<file path="src/rtl/reaction_pkg.sv">
// Shared definitions for the reaction-time game: stimulus FSM states, LFSR taps
// and the ms tick rate that the stimulus generator and the comparator must agree on.
`timescale 1ns/1ps
package reaction_pkg;

  typedef enum logic [2:0] {
    ST_IDLE     = 3'd0,
    ST_WAIT_DLY = 3'd1,
    ST_ARMED    = 3'd2,
    ST_DONE     = 3'd3,
    ST_FOUL     = 3'd4
  } state_t;

  localparam int          DEFAULT_CLK_PER_MS = 12000;
  localparam logic [15:0] LFSR_TAPS          = 16'hB400;
  localparam logic [15:0] DEFAULT_LFSR_SEED  = 16'hACE1;
  localparam logic [7:0]  BTN_NONE           = 8'hFF;

  // Fibonacci step, taps 16,14,13,11: the parity of the tapped bits shifts in at bit 0.
  function automatic logic [15:0] lfsr_next(input logic [15:0] s);
    return {s[14:0], ^(s & LFSR_TAPS)};
  endfunction

endpackage

</file>
<file path="src/rtl/reaction_stim_if.sv">
// Handshake bundle between the stimulus generator, the button/start front end
// and the reaction-time comparator.
`timescale 1ns/1ps
interface reaction_stim_if;
  logic       start;
  logic       restart;
  logic [7:0] btn_deb;
  logic       det_end;
  logic [7:0] bit_sel;
  logic       det_start;
  logic       busy;
  logic       foul;
  logic       done;

  modport slave (
    input  start, restart, btn_deb, det_end,
    output bit_sel, det_start, busy, foul, done
  );

  modport master (
    output start, restart, btn_deb, det_end,
    input  bit_sel, det_start, busy, foul, done
  );
endinterface

</file>
<file path="src/rtl/reaction_stim_lfsr16.sv">
// Free-running 16-bit Fibonacci LFSR; its value at the moment of a start request
// supplies the random delay and target.
`timescale 1ns/1ps
module lfsr16
  import reaction_pkg::*;
#(
  parameter logic [15:0] SEED = DEFAULT_LFSR_SEED
) (
  input  logic        clk,
  input  logic        rst_n,
  output logic [15:0] o_state
);

  logic [15:0] r_lfsr;

  // The all-zero lock-up state is unreachable from a non-zero seed; reload defensively anyway.
  always_ff @(posedge clk or negedge rst_n) begin
    if (!rst_n) begin
      r_lfsr <= SEED;
    end else if (r_lfsr == 16'h0000) begin
      r_lfsr <= SEED;
    end else begin
      r_lfsr <= lfsr_next(r_lfsr);
    end
  end

  assign o_state = r_lfsr;

endmodule

</file>
<file path="src/rtl/reaction_stim.sv">
// Reaction-game stimulus generator: random dark delay, then one lit target plus a
// det_start pulse to the comparator; catches early presses as fouls.
`timescale 1ns/1ps
module reaction_stim
  import reaction_pkg::*;
#(
  parameter int          CLK_PER_MS = DEFAULT_CLK_PER_MS,
  parameter int          MIN_DLY_MS = 1000,
  parameter int          RAND_BITS  = 11,
  parameter logic [15:0] LFSR_SEED  = DEFAULT_LFSR_SEED
) (
  input  logic            clk,
  input  logic            rst_n,
  reaction_stim_if.slave  bus
);

  localparam int DLY_MAX = MIN_DLY_MS + (2 ** RAND_BITS) - 1;
  localparam int DLY_W   = (DLY_MAX > 1) ? $clog2(DLY_MAX + 1) : 1;
  localparam int PRE_W   = (CLK_PER_MS > 1) ? $clog2(CLK_PER_MS) : 1;

  logic [15:0]      w_lfsr;
  logic             w_tick;
  logic             w_press;
  logic [DLY_W-1:0] w_dly_seed;

  state_t           r_state;
  logic [DLY_W-1:0] r_dly;
  logic [PRE_W-1:0] r_presc;
  logic [2:0]       r_tgt;
  logic [7:0]       r_bit_sel;
  logic             r_det_start;
  logic             r_busy;
  logic             r_foul;
  logic             r_done;

  lfsr16 #(
    .SEED (LFSR_SEED)
  ) u_lfsr (
    .clk     (clk),
    .rst_n   (rst_n),
    .o_state (w_lfsr)
  );

  assign w_tick     = (r_presc == PRE_W'(CLK_PER_MS - 1));
  assign w_press    = (bus.btn_deb != BTN_NONE);
  assign w_dly_seed = DLY_W'(MIN_DLY_MS) + DLY_W'(w_lfsr[RAND_BITS-1:0]);

  // restart outranks everything; within WAIT_DLY a press outranks the ms tick.
  always_ff @(posedge clk or negedge rst_n) begin
    if (!rst_n) begin
      r_state     <= ST_IDLE;
      r_dly       <= '0;
      r_presc     <= '0;
      r_tgt       <= '0;
      r_bit_sel   <= '0;
      r_det_start <= 1'b0;
      r_busy      <= 1'b0;
      r_foul      <= 1'b0;
      r_done      <= 1'b0;
    end else begin
      r_det_start <= 1'b0;
      if (bus.restart) begin
        r_state   <= ST_IDLE;
        r_presc   <= '0;
        r_bit_sel <= '0;
        r_busy    <= 1'b0;
        r_foul    <= 1'b0;
        r_done    <= 1'b0;
      end else begin
        case (r_state)
          ST_IDLE, ST_DONE, ST_FOUL: begin
            if (bus.start) begin
              r_state   <= ST_WAIT_DLY;
              r_dly     <= w_dly_seed;
              r_tgt     <= w_lfsr[15:13];
              r_presc   <= '0;
              r_bit_sel <= '0;
              r_busy    <= 1'b1;
              r_foul    <= 1'b0;
              r_done    <= 1'b0;
            end
          end
          ST_WAIT_DLY: begin
            if (w_press) begin
              r_state   <= ST_FOUL;
              r_bit_sel <= '0;
              r_busy    <= 1'b0;
              r_foul    <= 1'b1;
            end else if (w_tick) begin
              r_presc <= '0;
              // The last ms of the delay ends on this edge: light the target and start timing together.
              if (r_dly <= DLY_W'(1)) begin
                r_state     <= ST_ARMED;
                r_dly       <= '0;
                r_bit_sel   <= 8'd1 << r_tgt;
                r_det_start <= 1'b1;
              end else begin
                r_dly <= r_dly - DLY_W'(1);
              end
            end else begin
              r_presc <= r_presc + PRE_W'(1);
            end
          end
          ST_ARMED: begin
            if (bus.det_end) begin
              r_state <= ST_DONE;
              r_busy  <= 1'b0;
              r_done  <= 1'b1;
            end
          end
          default: begin
            r_state   <= ST_IDLE;
            r_bit_sel <= '0;
            r_busy    <= 1'b0;
            r_foul    <= 1'b0;
            r_done    <= 1'b0;
          end
        endcase
      end
    end
  end

  assign bus.bit_sel   = r_bit_sel;
  assign bus.det_start = r_det_start;
  assign bus.busy      = r_busy;
  assign bus.foul      = r_foul;
  assign bus.done      = r_done;

endmodule

</file>
<file path="src/flat_wrapper.sv">
// flat-port wrapper written by rule: the top's interface ports become plain ports
module reaction_stim_flat import reaction_pkg::*;
#(
  parameter int          CLK_PER_MS = DEFAULT_CLK_PER_MS,
  parameter int          MIN_DLY_MS = 1000,
  parameter int          RAND_BITS  = 11,
  parameter logic [15:0] LFSR_SEED  = DEFAULT_LFSR_SEED
)
  (clk, rst_n, bus_start, bus_restart, bus_btn_deb, bus_det_end, bus_bit_sel, bus_det_start, bus_busy, bus_foul, bus_done);
  reaction_stim_if bus_i ();
  input  logic clk;
  input  logic rst_n;
  input wire logic [$bits(bus_i.start)-1:0] bus_start;
  input wire logic [$bits(bus_i.restart)-1:0] bus_restart;
  input wire logic [$bits(bus_i.btn_deb)-1:0] bus_btn_deb;
  input wire logic [$bits(bus_i.det_end)-1:0] bus_det_end;
  output wire logic [$bits(bus_i.bit_sel)-1:0] bus_bit_sel;
  output wire logic [$bits(bus_i.det_start)-1:0] bus_det_start;
  output wire logic [$bits(bus_i.busy)-1:0] bus_busy;
  output wire logic [$bits(bus_i.foul)-1:0] bus_foul;
  output wire logic [$bits(bus_i.done)-1:0] bus_done;
  assign bus_i.start = bus_start;
  assign bus_i.restart = bus_restart;
  assign bus_i.btn_deb = bus_btn_deb;
  assign bus_i.det_end = bus_det_end;
  assign bus_bit_sel = bus_i.bit_sel;
  assign bus_det_start = bus_i.det_start;
  assign bus_busy = bus_i.busy;
  assign bus_foul = bus_i.foul;
  assign bus_done = bus_i.done;
  reaction_stim #(.CLK_PER_MS(CLK_PER_MS), .MIN_DLY_MS(MIN_DLY_MS), .RAND_BITS(RAND_BITS), .LFSR_SEED(LFSR_SEED)) u_core (.clk(clk), .rst_n(rst_n), .bus(bus_i));
endmodule
</file>
<file path="config.mk">
export PLATFORM = sky130hd
export DESIGN_NAME = reaction_stim_flat
export DESIGN_NICKNAME = d
export VERILOG_FILES = /design/src/rtl/reaction_pkg.sv /design/src/rtl/reaction_stim_if.sv /design/src/rtl/reaction_stim_lfsr16.sv /design/src/rtl/reaction_stim.sv /design/src/flat_wrapper.sv
export SDC_FILE = /design/constraint.sdc
export NUM_CORES = 1
export LEC_CHECK = 0
export CORE_MARGIN = 2
export CORE_UTILIZATION = 60
export DETAILED_ROUTE_END_ITERATION = 10
export GPL_TIMING_DRIVEN = 0
export PLACE_DENSITY = 0.79
export SKIP_LAST_GASP = 1
export SLEW_MARGIN = 20
export SYNTH_ARGS = -nofsm -noshare
export SYNTH_HDL_FRONTEND = slang
export SYNTH_HIERARCHICAL = 1
export SYNTH_SLANG_ARGS = --single-unit
</file>
<file path="constraint.sdc">
create_clock -name clk -period 3.3 [get_ports clk]
set_clock_uncertainty 0.1 [all_clocks]
set_input_delay 0.825 -clock clk [delete_from_list [all_inputs] [get_ports clk]]
set_output_delay 0.825 -clock clk [all_outputs]
set_load 0.05 [all_outputs]
</file>
### Clock nets, run 1

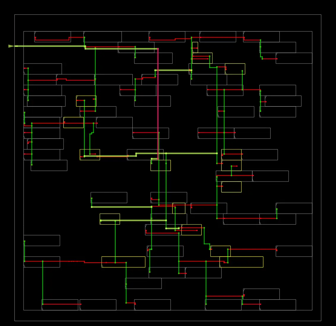
clock buffer count from CTS: 9
number of clock buffer instances in the layout: 13

### Sequential cells coloured by netlist name, run 1

(4 px per um) Other sequential cells in the stronger grey, the rest of the logic in the fainter grey.
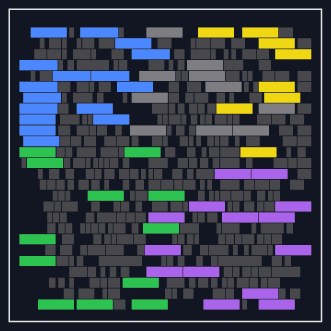
u_core/u_lfsr/o_state -> blue  # placed flops 16, where upper left
u_core/r_dly -> green  # placed flops 12
u_core/bus.bit_sel -> yellow  # placed flops 8, where upper right
u_core/r_presc -> purple  # placed flops 14
not coloured = 10
area used by sequential logic in the layout: 1510 sq um
Seq area share: 0.393
power drawn by the sequential cells: 0.934 mW
Final Util: 0.743

==> run summary, run 1 <==
Physical implementation status

The main area contributors are dfrtp_1, dfstp_2, o21ai_0. Post-CTS timing repair inserted 0 buffers for setup. Entering global routing, the biggest net connects 38 pins.

The analysis attributes to cell leakage a power of 1.54 nW. The clock edge transition at the registers on the reported setup and hold paths stands at 0.07 ns. The first-pass iteration count of the detailed router stands at 7. In this run, the number of DRC markers left after iteration 0 of detailed routing was 223. Across all layers, the routed design uses 2888 vias. The power report attributes to the sequential group a share of 0.424. The final count of pins violating max slew stands at 0. Summing every instance area after synthesis gives 3260 sq um.

The number of sequential cells reported for the layout is 60. The number of cells after detailed placement stands at 437. The parity-gate share of the synthesized area counting xor and xnor cells stands at 0.0203. Max-cap violations in this run came to 0. The library cell used most frequently in the layout, excluding fill and tap cells, is dfrtp_1. The total I/O pin count stands at 25. The number of global-route vias before repair stands at 2734.

The power report lists cell-internal power as 1.50 mW. Setup repair after global routing left no endpoint under its margin. The fraction of met1 tracks used by global routing stands at 0.367. The worst-case headroom to the max-slew limit stands at 0.345.

After detailed routing, the average wire length per cell comes to 17.1 um. The highest clock rate this design can be run at is 351 MHz. Per Yosys stat, the portion of area used by sequential elements is 0.464. STA classifies the critical path endpoint as a register. The wire length reported by the detailed router stands at 7750 um. The height of the die stands at 77.7 um. The worst hold path belongs to the class input port to async pin. The chip occupies 6040 sq um. The flow ran to the end, and the final reports show no timing, DRC or antenna violations. The count of cells in the finished layout, fillers not included, comes to 453. The layout has 365 filler cells. Per the detail_route report, vias per standard cell equal 6.38. According to the finish report, the design has a final net count of 396.

The data-path buffer share of cell area in the final layout stands at 0.0970. The initial antenna violation count stands at 0. Per the detail_route report, DRC violations left total 0. The critical path is of the input port to register type.

The clock buffer and inverter area fraction after layout stands at 0.0619. For this design, the sink count on the clock tree is 60. The later-pin clock latency in the skew report stands at 0.33 ns. The final timing report derives a shortest allowable period of 2.85 ns.

Per the synth stats, the flop cell with the highest instance count is dfrtp_1. The portion of total power attributed to combinational logic stands at 0.223. The tally of unique sky130hd cells used after synthesis stands at 58. The routability congestion estimate from global placement stands at 0.939. The flip-flop count of the largest register, all copies and words added stands at 16.

Summed over all instances, the cell type with the most area after synthesis is dfrtp_1. Counting flops with a built-in enable in the synthesized netlist gives 0. The global-route wire length before repair stands at 13100 um. The multi-input logic cell count stands at 236.

In the layout the commonest cells are dfrtp_1, o21ai_0, clkdlybuf4s50_1, nand2_1, inv_1. The floorplan has 26 rows. In this run the clock root is driven by a clkbuf_8. In the final report, the number of endpoints failing setup comes to 0.

Of all flip-flops after synthesis, the portion carrying an async set or reset was 1.00. The effective utilization at floorplan stands at 0.630. Of the total power, the clock network draws 0.353. Per the OpenROAD floorplan log, the width of the die is 77.7 um. The number of warning messages in the logs stands at 27.

The mean area per synthesized cell stands at 9.53 sq um. For reference, the mux area share after synthesis is 0.0104. The data required time of the worst path stands at 3.42 ns. The number of antenna diodes stands at 0.

The worst-case IR drop observed on VDD is 0.412 mV. The multi-input gate share of total cell area stands at 0.404. met2 track demand over resource after global routing is 0.449. TritonCTS built the clock tree. Post-CTS repair ended up resizing 0 cells. The cell-mix breakdown from Yosys lists the simple-gate area share as 0.195. After detailed routing, the met3 layer carries 474 um of wire. Of the available clock period, the critical path in the final layout requires 0.863. The power per cell area stands at 573 nW/um^2.

After technology mapping, the gate count stands at 342. The wire length on met1 stands at 3440 um. In the detailed route, the total length drawn on met2 is 3720 um. Among the non-sequential cells, AND-OR/OR-AND gates take the most area. The share of total power consumed by net switching stands at 0.317.

The area fraction in full adders, half adders and majority gates stands at 0.0192. Once synthesis finished, the tally of register bits stood at 60. The number of buffers inserted for hold repair after clock tree synthesis stands at 0.

STA lists the maximum fanout along the critical path as 10. The post-synthesis to final-layout area growth stands at 17.9%. The floorplan report lists the tap cell count as 70. Per the GRT log, the top usage layer is met2. In this run the number of H-tree levels came out at 3. The HPWL after detailed placement stands at 5210 um.

The count of synthesis-stage warnings from yosys stands at 6. The AND-OR/OR-AND share of the synthesized area stands at 0.231. Per the layout area report, the combinational gate area comes to 1550 sq um. The top cell type's share of synthesized area stands at 0.399. Yosys stat counts 342 cells in the synthesized netlist.

The transition time recorded at the tightest slew-check pin is 0.973 ns. The final number of hold-violating endpoints stands at 0. The power report puts the net switching power at 0.699 mW. The area of the core region stands at 5170 sq um. The non-clock inverter instance count of the final layout stands at 21. The longest clock path from root to sink contains 2 buffers.

Summed over all routing layers, the global router reports a total usage of 0.277. Buffers placed on the I/O ports in this run total 24. The met3 track demand over resource in global routing stands at 0.0616. Per the final layout report, the fraction of cells sized above drive strength 1 comes to 0.125. Per the layout report, the design carries 50 non-clock buffers. The data arrival time of the critical path stands at 2.97 ns.

The global-route congestion overflow total stands at 0. Ranked by total area, the top cell class in this layout is logic gates. The count of nets left with antenna violations once routing finished came out at 0. The net count entering floorplan stands at 360. The worst setup path is launched from an input port. Post-synthesis, Yosys gives the total cell area as 3260 sq um.

Routed signal wires occupy layers up through met4.
### M3 wires, run 1

(6 px per um)
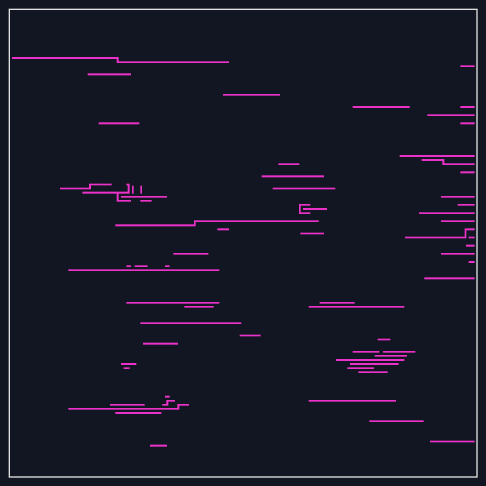
longest straight run = 24.8 um
main direction = horizontal
nets with wire on the layer = 55
wire length on this layer = 475 um
share of all routed wire = 6.1%

[run 1: path summary, 6_finish.rpt]
check,start,end,slack [ns],depth (start not counted)
min in group clk,u_core/u_lfsr/o_state[12],u_core/u_lfsr/o_state[13],0.35,2
worst min register to register,u_core/u_lfsr/o_state[12],u_core/u_lfsr/o_state[13],0.35,2
worst max-delay path,bus_btn_deb[7],u_core/r_presc[7],0.45,7
worst max register to register,u_core/r_dly[6],u_core/r_state[0],0.68,6
worst min-delay path,rst_n,u_core/r_presc[9],0.28,1
max in group asynchronous,rst_n,u_core/u_lfsr/o_state[5],2.26,2
[run 1: critical path, stage by stage]
cell and delay (ns):
clkdlybuf4s50_1 0.46, nand4_1 0.09, nor2_1 0.35, o32ai_1 0.28, or3_1 0.44, buf_2 0.23
o31ai_1 0.30
[run 1: cell usage after synthesis, types with 5 or more instances]
cell      number
clkbuf_1      17
a21oi_1       13
nor2_1        19
nand2_1       22
dfrtp_1       52
or4_1          5
o31ai_1        9
nor4_1        11
o21ai_0       30
dfstp_2        8
ha_1           5
o41ai_1       11
buf_2          5
xnor2_1        5
a211oi_1       8
nand2b_1       6
nor3_1        13
o22ai_1        5
inv_1         21
nand3_1        9
[run 1: power groups by stage]
stage	Combinational, mW	Sequential [mW]	Clock (mW)
finish	0.491	0.934	0.776
global route	0.537	0.948	0.829
CTS	0.481	0.928	0.793
detailed placement	0.475	0.940	0
global placement	0.465	0.939	0
floorplan	0.333	0.930	0
[run 1: per-stage QoR]
stage	power (mW)	area (sq um)	setup slack [ns]	hold WS, ns	TNS [ns]
after CTS	2.20	3840	0.465	0.281	0
after detailed placement	1.42	3600	0.188	0.338	0
after floorplan	1.26	3260	0.980	0.324	0
final	2.20	3840	0.452	0.284	0
after global placement	1.40	3590	-0.533	0.337	-27.54
after global routing	2.31	3840	0.297	0.299	0
--- run 2 (diff from run 1) ---
--- a/config.mk
+++ b/config.mk
@@ -8,6 +8,7 @@
 export CORE_MARGIN = 2
 export CORE_UTILIZATION = 60
 export DETAILED_ROUTE_END_ITERATION = 10
+export GPL_ROUTABILITY_DRIVEN = 0
 export GPL_TIMING_DRIVEN = 0
 export PLACE_DENSITY = 0.79
 export SKIP_LAST_GASP = 1
### M3 wires, run 2

(6 px per um)
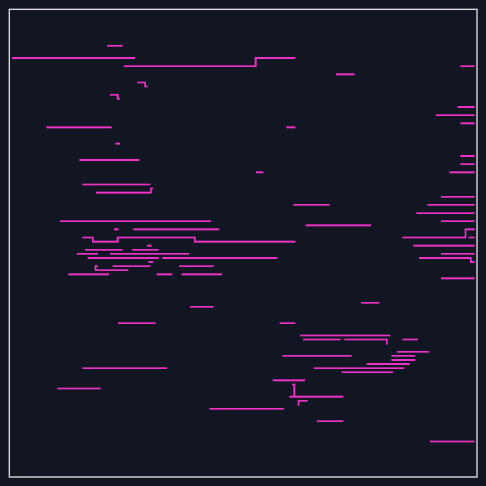
routed vias: 2921
overall routed net length: 7660 um
met3 Usage GRT: 0.0744

==> run summary, run 2 <==
Physical implementation status

The flow ran to the end, and the final reports show no timing, DRC or antenna violations. The number of antenna diodes in the final layout is 0. Counting flops with a built-in enable in the synthesized netlist gives 0. The post-synth register bit count is 60.

dfrtp_1 is the most common cell in the netlist. The number of max-cap violations stands at 0. On the worst path, the slowest cell contributes a delay of 0.45 ns. The data required time reported for the critical path is 3.45 ns. The first-pass iteration count of the detailed router stands at 6. The number of cells after detailed placement stands at 437. Max fanout on the critical path was recorded as 10.

For this design the ratio of total power to cell area is 579 nW/um^2. In the layout the commonest cells are dfrtp_1, o21ai_0, clkdlybuf4s50_1, nand2_1, inv_1. The worst-case headroom to the max-slew limit stands at 0.424. The endpoint identified for the worst register-to-register timing path is u_core/r_state[0]. The first global-routing pass estimated 12800 um of wire.

Across all setup checks in the final design, the least slack found is 0.531 ns. The post-synthesis to final-layout area growth stands at 17.9%. The number of buffer and inverter stages on the critical path stands at 2. According to the finish report, the design has a final net count of 396. The final worst-path cycle share stands at 0.839. The launch point of the worst register-to-register path is recorded as u_core/r_dly[6].

The initial antenna violation count came to 0. The port buffer count stands at 24. The yosys cell count stands at 342. Dividing the detail-routed wire length by the instance count gives 16.9 um. The cell row count stands at 26. The effective utilization at floorplan stands at 0.630. The power after layout stands at 2.23 mW.

Per the GRT congestion report, total overflow comes to 0. The pre-CTS setup slack stands at 0.192 ns. The worst register-to-register path has a setup slack of 0.75 ns. The number of different library cells used by synthesis comes to 58.

The combined global-route utilization of all metal layers stands at 0.271. The die footprint stands at 6040 sq um. TritonRoute reported its final design rule violation total as 0. The depth of the most critical reg-to-reg path stands at 6. TritonCTS built the clock tree. The measured slew at the worst slew-check pin stands at 0.856 ns. The count of antenna-violating nets left after detailed routing stands at 0. The number of buffers inserted for hold repair after clock tree synthesis stands at 0. For reference, the most critical setup path is categorized as input port to register. The critical path's slowest stage uses the library cell clkdlybuf4s50_1. Setup repair after global routing left no endpoint under its margin. Detailed placement finished with a half-perimeter wire length of 5240 um.

The number of warning messages in the logs stands at 27. For this run, the leading register cell type out of synthesis is dfrtp_1. Of all cell types, the one taking the most synthesized area is dfrtp_1.

By count the netlist is led by dfrtp_1, o21ai_0, nand2_1. Counting pins that exceed their max-slew limit in the final report gives 0. The detailed router's first-iteration violation count stands at 201. The TritonCTS sink count stands at 60. The highest clock rate this design can be run at is 361 MHz. The buffers inserted during post-CTS setup optimization stands at 0. The count of endpoints failing setup in the final report stands at 0.

The mean area per synthesized cell stands at 9.53 sq um. Pin placement for this block handled 25 I/O pins. STA classifies the critical path endpoint as a register. The cell sitting at the root of the clock tree is a clkbuf_8. The share of post-route cells with drive strength above 1 stands at 0.125. The flip-flop count of the largest register, all copies and words added stands at 16.

At floorplan, the net count of the design was reported as 360. In this run the critical path is formed by clkdlybuf4s50_1 -> nand4_1 -> nor2_1 -> o32ai_1 -> or3_1 -> buf_2 -> o31ai_1. The data arrival time reported for the critical path is 2.92 ns.

The buffer depth of the longest clock path stands at 2. According to the floorplan report, the placeable core area is 5170 sq um. The finished layout holds 453 standard cells, fillers aside. Following the worst setup path forward leads to its endpoint at u_core/r_presc[11].

The final critical delay including setup and external delays stands at 2.77 ns. According to the floorplan report, the die width is 77.7 um. The power report puts the leakage power at 1.54 nW. Summing every instance area after synthesis gives 3260 sq um. The number of buffers added by the clock tree synthesis step stands at 9.

Counting every instance in the synthesized netlist gives 342. Per the power-grid run, VDD falls by no more than 0.543 mV. The number of stages on the worst setup path stands at 7.

The H-tree generated during clock tree synthesis spans 3 levels. The count of synthesis-stage warnings from yosys stands at 6. In the final report, the number of hold violations comes to 0. The number of gates resized after CTS stands at 0. The number of global-route vias before repair stands at 2711. For this run, the detailed router reports a per-instance via density of 6.45.

The later-pin clock latency in the skew report stands at 0.35 ns. STA classifies the critical path startpoint as an input port. Grouping stages by cell kind, the critical path spends the most delay in simple AND/OR/NAND/NOR gates. The worst hold path belongs to the class input port to async pin. The sequential area share after synthesis stands at 0.464. The die is 77.7 um tall. Sorting the synthesized cells by area gives the leading types as dfrtp_1, dfstp_2, o21ai_0.

By instance count after routing, the leading logic cell type is dfrtp_1. Per STA, the startpoint of the critical path is bus_btn_deb[6]. The top cell type's share of synthesized area stands at 0.399.

Per the synth stats, the proportion of register bits with asynchronous set or reset is 1.00. The area recorded from the Yosys report for this design is 3260 sq um. The clock edge transition at the registers on the reported setup and hold paths stands at 0.07 ns.

Entering global routing, the biggest net connects 44 pins.
### Sequential cells coloured by netlist name, run 2

(4 px per um) Other sequential cells in the stronger grey, the rest of the logic in the fainter grey.
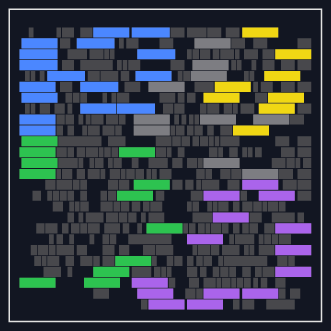
u_core/r_presc -> purple  # placed flops 14
u_core/u_lfsr/o_state -> blue  # placed flops 16
u_core/r_dly -> green  # placed flops 12
u_core/bus.bit_sel -> yellow  # placed flops 8, where upper right

==> run 2: cell counts after synthesis <==
No cell type changed its count.
==> run 2: where the power goes <==
part	leakage [nW]	internal, mW	switching, mW
registers	0.754	0.822	0.113
logic	0.669	0.193	0.291
clock network	0.117	0.503	0.304
==> run 2: area by class of cell <==
class,instances,area [sq um]
flip-flops and latches,60,1510
plain buffers,25,115
fillers,358,1330
repair buffers,25,258
inverters,21,78.8
clock buffers,10,128
multi-input cells,236,1550
clock inverters,6,111
well taps,70,87.6
==> run 2: metal layers <==
layer	vias to the layer above	routed length [um]	part of all wire	global-route usage
met1	1417	3280	0.43	0.346
met3	14	538	0.070	0.0744
met5	-	0	0	0
met4	0	104	0.014	0.0982
met2	126	3740	0.49	0.444
li1	1364	-	-	-
==> run 2: kinds of logic after synthesis <==
| kind of cell | synth area share |
|---|---|
| and+or+nand+nor | 0.195 |
| buffers and inverters | 0.0595 |
| adders and majority gates | 0.0192 |
| xor gates and xnor gates | 0.0203 |
| AOI/OAI and AO/OA | 0.231 |
| DFF | 0.464 |
| muxes | 0.0104 |
==> run 2: stage by stage <==
step | utilization | area (sq um) | TNS [ns] | hold WS (ns)
finish | 0.743 | 3840 | 0 | 0.235
global route | 0.743 | 3840 | 0 | 0.256
CTS | 0.743 | 3840 | 0 | 0.238
detailed placement | 0.697 | 3600 | 0 | 0.351
global placement | 0.694 | 3590 | -27.67 | 0.339
floorplan | - | 3260 | 0 | 0.324
--- run 3 (diff from run 2) ---
--- a/config.mk
+++ b/config.mk
@@ -6,11 +6,11 @@
 export NUM_CORES = 1
 export LEC_CHECK = 0
 export CORE_MARGIN = 2
-export CORE_UTILIZATION = 60
+export CORE_UTILIZATION = 58
 export DETAILED_ROUTE_END_ITERATION = 10
 export GPL_ROUTABILITY_DRIVEN = 0
 export GPL_TIMING_DRIVEN = 0
-export PLACE_DENSITY = 0.79
+export PLACE_DENSITY = 0.76
 export SKIP_LAST_GASP = 1
 export SLEW_MARGIN = 20
 export SYNTH_ARGS = -nofsm -noshare
==> constraint.sdc (replaced) <==
create_clock -name clk -period 2.59 [get_ports clk]
set_clock_uncertainty 0.1 [all_clocks]
set_input_delay 0.6475 -clock clk [delete_from_list [all_inputs] [get_ports clk]]
set_output_delay 0.6475 -clock clk [all_outputs]
set_load 0.05 [all_outputs]
### Clock nets, run 3

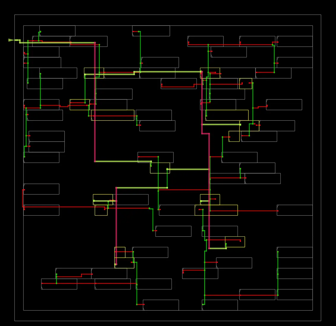
number of clock buffer instances in the layout: 9
num sequential: 60
Clock net power: 1.04 mW
sinks on the clock net: 60
clock latency of the later-clocked register in the worst-skew pair: 0.34 ns

==> run summary, run 3 <==
Physical implementation status

Per the timing report, the biggest fanout along the worst path comes to 10. The final worst-path cycle share stands at 0.942. The final critical delay including setup and external delays stands at 2.44 ns. The count of H-tree levels built during CTS stands at 3. The flip-flop and latch count after synthesis stands at 60. The area of the core region stands at 5470 sq um.

In the setup report, the worst path falls into the class input port to register. The analysis attributes to cell leakage a power of 1.54 nW. The net count after synthesis is 360. Checking hold timing, the worst path is listed with class input port to async pin. VDD sags by at most 0.573 mV.

After detailed placement, the total cell area comes to 3610 sq um. Compared with the post-synthesis result, the final layout area differs by 18.7%. In the final layout, the share of cells above drive strength 1 is 0.136. Entering global routing, the biggest net connects 32 pins.

The count of antenna-violating nets left after detailed routing stands at 0. The signal on the critical path passes through clkdlybuf4s50_1 -> nand4_1 -> nor2_2 -> o32ai_2 -> or3_1 -> buf_2 -> o31ai_1. The number of synthesized flops with an enable pin stands at 0. In this run, power in combinational logic comes to 0.620 mW. At the pin with the least slew margin, the transition time is 0.734 ns. Leaving out fill and tap cells, the most frequent cell in the layout is dfrtp_1.

The synthesis report lists the Yosys warning total as 6. The share of total power consumed by net switching stands at 0.320. The tightest hold path in the finished design has a slack of 0.117 ns.

TritonCTS built the clock tree. The port buffer count stands at 24. The net switching power in the latest report is 0.912 mW. The final instance count without filler cells stands at 455. The first routing iteration left 220 violations. For this design, Yosys synthesis ends with a cell count of 342. The power per cell area stands at 737 nW/um^2. The utilization after layout stands at 0.707. After clock tree synthesis, the setup repair step added 0 buffers. The pre-antenna-repair detailed-routing pass consisted of 5 iterations.

The buffer depth of the longest clock path stands at 2. The final number of hold-violating endpoints stands at 0. Per the STA report, the cell with the highest stage delay on the worst path is clkdlybuf4s50_1. The number of cells after detailed placement stands at 439. The final timing report lists a max-slew violation count of 0. Post-synth the commonest register cell is dfrtp_1.

The data required time of the worst path stands at 2.74 ns. The global-route congestion overflow total stands at 0. The number of antenna diodes in the final layout is 0. After the last flow step, the layout net total stands at 396. Per the post-synthesis stats, the area per cell is 9.53 sq um. The register with the most flip-flops in the layout has 16 of them.

The portion of total power attributed to combinational logic stands at 0.218. The run finished with clean final reports. Buffers inserted to repair hold after CTS numbered 0. In the Yosys stats the netlist draws on 58 distinct library cells. In the routed design, unresolved DRC markers number 0. The number of max-cap violations stands at 0. The cell row count stands at 27. The total I/O pin count stands at 25. The share of flip-flops with an asynchronous set or reset after synthesis stands at 1.00. The top cell types in the final layout, fill and taps aside, are dfrtp_1, o21ai_0, clkdlybuf4s50_1, nand2_1, inv_1. The floorplan step set the die width to 79.0 um. The first global-routing pass estimated 12900 um of wire. The worst setup path is launched from an input port.

Of the total power, registers draw 0.419. The area fraction of the largest cell type after synthesis is 0.399. The worst path setup slack after routing stands at 0.150 ns.

The clock share of power stands at 0.364. The layout stage reports a final design area of 3870 sq um. The registers of the reported paths see a clock transition of 0.08 ns. Total power for the finished layout comes to 2.85 mW. The effective utilization at floorplan stands at 0.596.

The worst-case headroom to the max-slew limit stands at 0.506. The cell internal power dissipation stands at 1.94 mW. Sorting the synthesis cell report by count puts at the top dfrtp_1. After synthesis, the cell types taking the most area are dfrtp_1, dfstp_2, o21ai_0. CTS placed an instance of clkbuf_8 at the clock tree root.

The commonest cells after synthesis are dfrtp_1, o21ai_0, nand2_1. The synthesis area per yosys stands at 3260 sq um. Per Yosys stat, the portion of area used by sequential elements is 0.464. The height of the die stands at 79.0 um. The power consumed by sequential cells stands at 1.19 mW.

The number of warning messages in the logs stands at 27. The number of gates resized after CTS stands at 0. The initial antenna violation count came to 0. The count of mapped cells out of synthesis stands at 342.

The final layout reports a setup TNS of 0 ns. The data arrival time reported for the critical path is 2.59 ns. The number of global-route vias before repair stands at 2772. In this build the clock could be raised as far as 410 MHz. The mapped netlist covers 3260 sq um. The worst stage delay on the critical path stands at 0.46 ns. The synthesized design spends more area on one cell type than any other, namely dfrtp_1. STA classifies the critical path endpoint as a register. The pre-CTS setup slack stands at -0.301 ns. After floorplanning, the die was sized to cover 6240 sq um. According to the dpl log, the detail-placed design has an HPWL of 5090 um. The largest part of the power goes to sequential cells. Endpoints with negative setup slack in the final report add up to 0. The via count normalized by instance count stands at 6.33.

The number of clock buffers added by TritonCTS is 9.
### Wiring heat map, run 3

(4 px per um) The die is cut into 16 by 16 equal tiles; black is low, pale yellow is high, scaled to the fullest tile. Values are wire area over tile area, all layers added.
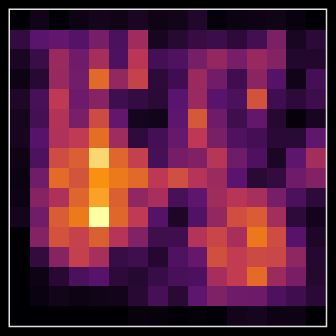
mean over tiles = 0.19
fullest tile = 0.72
densest ninth of the die = middle left
tiles over half the peak = 17%
overall routed net length: 7340 um
WL/cell: 16.1 um
routed vias: 2882
overall fraction of global-route tracks in use: 0.263

[run 3: cell counts after synthesis]
No cell type changed its count.
[run 3: path summary, 6_finish.rpt]
check	startpoint	endpoint	slack, ns	cells after the start
setup / recovery	bus_btn_deb[3]	u_core/r_presc[3]	0.15	7
hold / removal	rst_n	u_core/r_presc[13]	0.12	1
setup reg to reg	u_core/r_presc[5]	u_core/r_dly[11]	0.17	6
hold reg to reg	u_core/u_lfsr/o_state[12]	u_core/u_lfsr/o_state[13]	0.37	2
max in group asynchronous	rst_n	u_core/u_lfsr/o_state[7]	1.71	2
min in group clk	u_core/u_lfsr/o_state[12]	u_core/u_lfsr/o_state[13]	0.37	2
[run 3: cell type report]
| cell class | instances | area, sq um |
|---|---|---|
| fill | 422 | 1600 |
| multi-input combinational | 236 | 1570 |
| sequential | 60 | 1510 |
| timing repair buffer | 25 | 258 |
| clock buffer | 9 | 124 |
| clock inverter | 7 | 123 |
| buffer | 25 | 115 |
| tap | 72 | 90.1 |
| inverter | 21 | 78.8 |
[run 3: routing by layer]
layer	global-route usage	wire length, um
met1	0.358	3310
met2	0.400	3340
met3	0.0670	523
met4	0.116	161
met5	0	0
[run 3: cells by family (layout without fill, tap and decap cells)]
family / count (synthesis) / in the layout / share of synthesized area
mux: 3 / 3 / 0.0104
simple gates: 114 / 114 / 0.195
fa+ha+maj: 5 / 5 / 0.0192
xor+xnor: 6 / 6 / 0.0203
compound gates: 108 / 108 / 0.231
buf+inv: 46 / 87 / 0.0595
flops: 60 / 60 / 0.464
[run 3: worst max-delay path, delay by kind of cell]
| kind | cells | cell delay (ns) |
|---|---|---|
| AND-OR/OR-AND | 2 | 0.44 |
| buffers and inverters | 2 | 0.69 |
| AND/OR/NAND/NOR | 3 | 0.82 |

==> screenshots <==
Cell sizes after repair.
(6 px per um)
picture 1
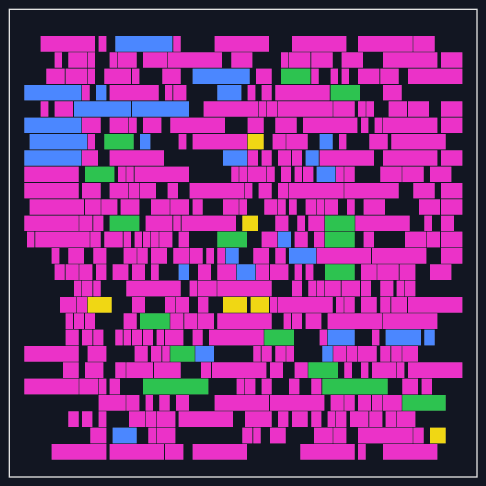
picture 2
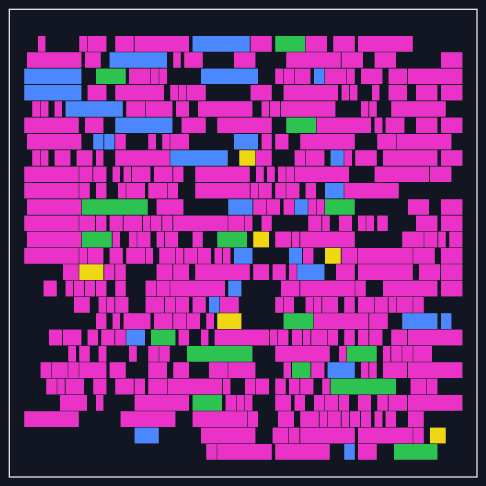
picture 3
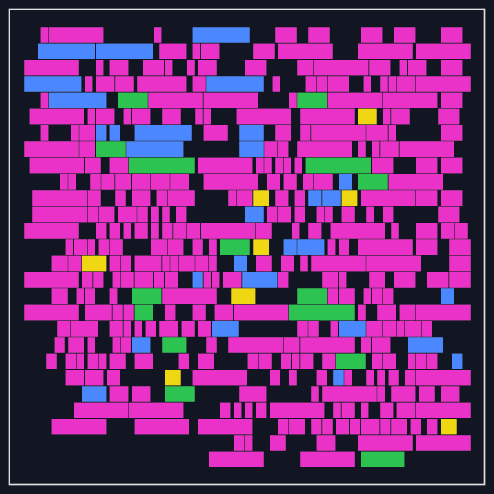
Picture 1 comes from run 1.
Picture 2 comes from run 2.
Picture 3 comes from run 3.

Key to picture 2:
_3 and _4 cells -> yellow  # cells 6, share 1.6%, most used buf_4
_2 cells -> blue  # cells 27, share 7.0%, most used dfstp_2
_0 and _1 cells -> magenta  # cells 335, share 87%, most used dfrtp_1
_6 and larger -> green  # cells 15, share 3.9%, most used clkbuf_8

Power figures rest on the tool's default switching activity, not on a simulated workload.
